**src/rtl/epl_tx_scheduler.sv**
```systemverilog
// Frame transmit scheduler: fixed-priority SoC/iso/async arbitration, per-frame timeout
// supervision and inter-frame gap enforcement.
module epl_tx_scheduler #(
    parameter int unsigned IFG_CYCLES = 44,
    parameter int unsigned TX_TIMEOUT = 1600
) (
    input  logic       clk,
    input  logic       rst,
    input  logic       soc_req,
    input  logic       iso_req,
    input  logic       async_req,
    input  logic       async_en,
    input  logic       tx_done,
    input  logic       err_clr,
    output logic       tx_start,
    output logic [1:0] tx_sel,
    output logic       ack_soc,
    output logic       ack_iso,
    output logic       ack_async,
    output logic       busy,
    output logic       tx_abort,
    output logic       timeout_err,
    output logic       soc_late
);

    localparam int unsigned CntMax = (IFG_CYCLES > TX_TIMEOUT) ? IFG_CYCLES : TX_TIMEOUT;
    localparam int unsigned CntW   = (CntMax < 2) ? 1 : $clog2(CntMax + 1);

    localparam logic [CntW-1:0] TimeoutCnt = CntW'(TX_TIMEOUT);
    localparam logic [CntW-1:0] IfgCnt     = CntW'(IFG_CYCLES);
    localparam logic [CntW-1:0] CntOne     = CntW'(1);

    localparam logic [1:0] SelNone  = 2'b00;
    localparam logic [1:0] SelSoc   = 2'b01;
    localparam logic [1:0] SelIso   = 2'b10;
    localparam logic [1:0] SelAsync = 2'b11;

    typedef enum logic [1:0] {StIdle, StBusy, StGap} state_e;

    state_e          state_q, state_d;
    logic [CntW-1:0] cnt_q, cnt_d;
    logic [1:0]      sel_q, sel_d;
    logic            start_q, start_d;
    logic            ack_soc_q, ack_soc_d;
    logic            ack_iso_q, ack_iso_d;
    logic            ack_async_q, ack_async_d;
    logic            abort_q, abort_d;
    logic            err_q, err_d;
    logic            late_q, late_d;
    logic            soc_prev_q;

    always_comb begin
        state_d     = state_q;
        cnt_d       = cnt_q;
        sel_d       = sel_q;
        start_d     = 1'b0;
        ack_soc_d   = 1'b0;
        ack_iso_d   = 1'b0;
        ack_async_d = 1'b0;
        abort_d     = 1'b0;
        late_d      = soc_req && !soc_prev_q && (state_q != StIdle);

        unique case (state_q)
            StIdle: begin
                sel_d = SelNone;
                cnt_d = '0;
                if (soc_req || iso_req || (async_req && async_en)) begin
                    state_d = StBusy;
                    start_d = 1'b1;
                    cnt_d   = CntOne;
                    if (soc_req)      sel_d = SelSoc;
                    else if (iso_req) sel_d = SelIso;
                    else              sel_d = SelAsync;
                end
            end
            StBusy: begin
                // tx_done wins over a timeout landing on the same cycle
                if (tx_done || (cnt_q == TimeoutCnt)) begin
                    if (tx_done) begin
                        ack_soc_d   = (sel_q == SelSoc);
                        ack_iso_d   = (sel_q == SelIso);
                        ack_async_d = (sel_q == SelAsync);
                    end else begin
                        abort_d = 1'b1;
                    end
                    if (IFG_CYCLES == 0) begin
                        state_d = StIdle;
                        sel_d   = SelNone;
                        cnt_d   = '0;
                    end else begin
                        state_d = StGap;
                        cnt_d   = CntOne;
                    end
                end else begin
                    cnt_d = cnt_q + CntOne;
                end
            end
            StGap: begin
                if (cnt_q == IfgCnt) begin
                    state_d = StIdle;
                    sel_d   = SelNone;
                    cnt_d   = '0;
                end else begin
                    cnt_d = cnt_q + CntOne;
                end
            end
            default: begin
                state_d = StIdle;
                sel_d   = SelNone;
                cnt_d   = '0;
            end
        endcase

        err_d = (err_q && !err_clr) || abort_d;
    end

    always_ff @(posedge clk) begin
        if (rst) begin
            state_q     <= StIdle;
            cnt_q       <= '0;
            sel_q       <= SelNone;
            start_q     <= 1'b0;
            ack_soc_q   <= 1'b0;
            ack_iso_q   <= 1'b0;
            ack_async_q <= 1'b0;
            abort_q     <= 1'b0;
            err_q       <= 1'b0;
            late_q      <= 1'b0;
            soc_prev_q  <= 1'b0;
        end else begin
            state_q     <= state_d;
            cnt_q       <= cnt_d;
            sel_q       <= sel_d;
            start_q     <= start_d;
            ack_soc_q   <= ack_soc_d;
            ack_iso_q   <= ack_iso_d;
            ack_async_q <= ack_async_d;
            abort_q     <= abort_d;
            err_q       <= err_d;
            late_q      <= late_d;
            soc_prev_q  <= soc_req;
        end
    end

    assign tx_start    = start_q;
    assign tx_sel      = sel_q;
    assign ack_soc     = ack_soc_q;
    assign ack_iso     = ack_iso_q;
    assign ack_async   = ack_async_q;
    assign busy        = (state_q != StIdle);
    assign tx_abort    = abort_q;
    assign timeout_err = err_q;
    assign soc_late    = late_q;

endmodule

```
**config.mk**
```make
export PLATFORM = sky130hd
export DESIGN_NAME = epl_tx_scheduler
export DESIGN_NICKNAME = d
export VERILOG_FILES = /design/src/rtl/epl_tx_scheduler.sv
export SDC_FILE = /design/constraint.sdc
export NUM_CORES = 1
export LEC_CHECK = 0
export CORE_UTILIZATION = 55
export CTS_CLUSTER_DIAMETER = 100
export DETAILED_ROUTE_END_ITERATION = 7
export DONT_BUFFER_PORTS = 1
export PLACE_DENSITY_LB_ADDON = 0.1
export SLEW_MARGIN = 0
export SYNTH_ARGS = -nofsm -noshare
export SYNTH_HDL_FRONTEND = slang
export SYNTH_SLANG_ARGS = --single-unit
```
**constraint.sdc**
```tcl
create_clock -name clk -period 2.1 [get_ports clk]
set_clock_uncertainty 0.2 [all_clocks]
set_input_delay 0.42 -clock clk [delete_from_list [all_inputs] [get_ports clk]]
set_output_delay 0.42 -clock clk [all_outputs]
set_load 0.005 [all_outputs]
```
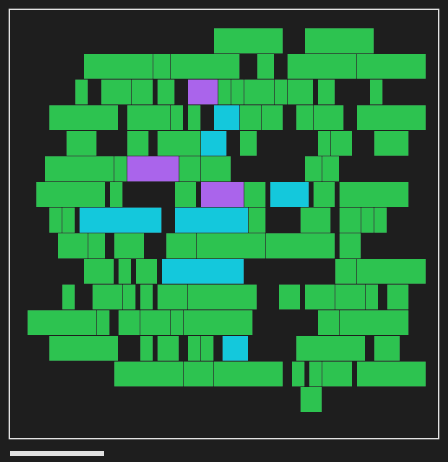
(cells by drive strength)
Scale bar: 10 um.
legend:
  purple:
    size: x2
    cells: 3
    share: 2.7%
  cyan:
    size: x3 and x4
    cells: 7
    share: 6.4%
    most_used: clkbuf_4
  green:
    size: x1 and smaller
    cells: 100
    share: 91%
    most_used: dfxtp_1
Design Area, Final: 1100 um^2
Area Overhead vs Synth: 5.67%
Non-Clock Buffer Count: 1
Worst Slack Setup Final: 0.218 ns

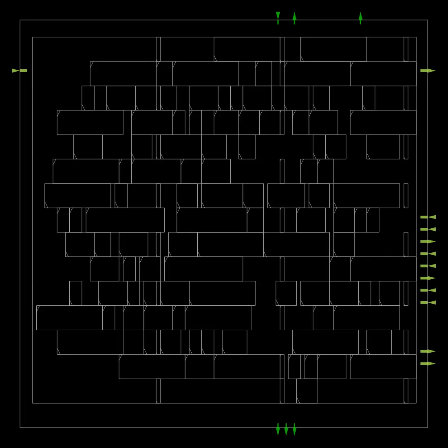
(placement view)
Flops: 23
cell row count: 15
fraction of area in registers: 42.0%
final cell count without fillers: 135

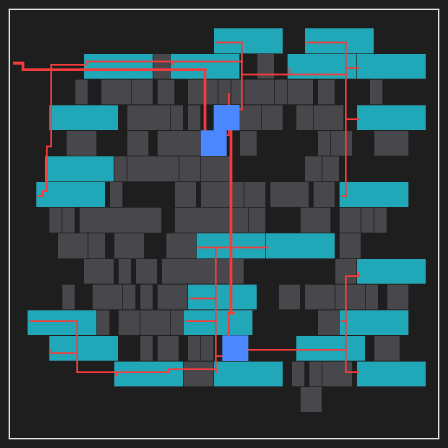
(clock wires, drivers and flops)
legend:
  blue:
    item: clock-net drivers
    count: 3
  red:
    item: clock wires
    length: 229 um
  cyan:
    item: flip-flops
    count: 23
routed clock nets: 4
flops lie: widely spread
clock share of power: 25.6%
clock network power: 0.196 mW
Insertion Delay late pin: 0.30 ns

==> flow_summary.json <==
{
  "status": "complete, no violations",
  "mux_share_pct": 0,
  "max_cap_viol_count": 0,
  "comb_area_um2": 553,
  "pg_seq_mw": 0.477,
  "cp.arrival_ns": 1.87,
  "yosys_warnings": 0,
  "synth_area_um2": 1040,
  "p_per_area_nw_per_um2": 698,
  "synth_area_per_cell_um2": 9.69,
  "critPathKind": "reg -> reg",
  "crit_path_max_fanout": 10,
  "p_int_mw": 0.572,
  "grt.busiest_layer": "met2",
  "biggestCellCategory": "combinational gates",
  "nMultiInputCombCells": 78,
  "largest_area_cell": "dfxtp_1",
  "grt_setup_unrepaired": "no",
  "crit_family": "AND-OR/OR-AND gates",
  "fp_nets": 117
}
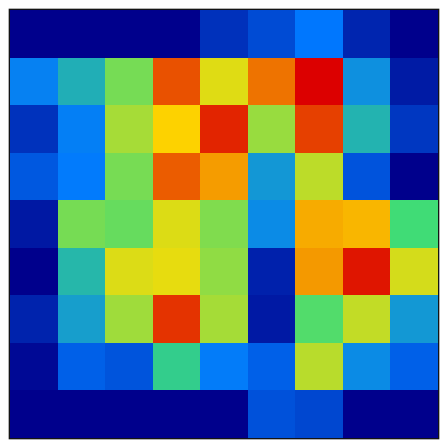
(wire density map)
9 x 9 tiles, from dark blue (low) to red (high), scaled to the fullest tile. Values are wire area over tile area, all layers added.
emptiest ninth of the die: south-west
tiles over half the peak: 41%
fullest tile: 0.36
nearly empty tiles: 19%
mean over tiles: 0.14

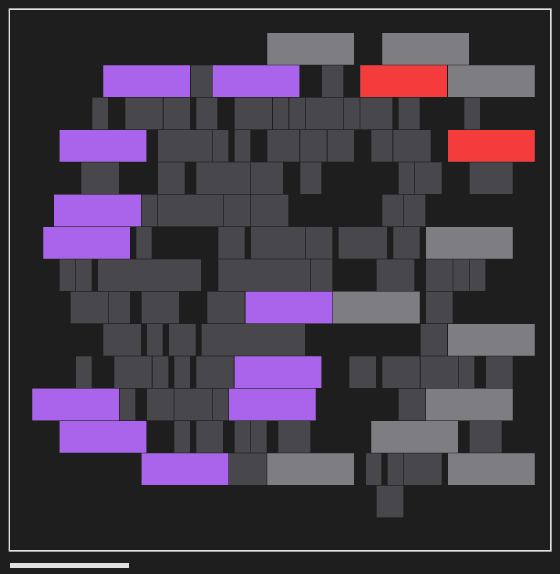
(sequential cells grouped by signal name)
Scale bar: 10 um. Other sequential cells in the stronger grey, the rest of the logic in the fainter grey.
legend:
  purple:
    signal: cnt_q
    placed_flops: 11
  red:
    signal: state_q
    placed_flops: 2
not coloured: 10

Power figures rest on the tool's default switching activity, not on a simulated workload.
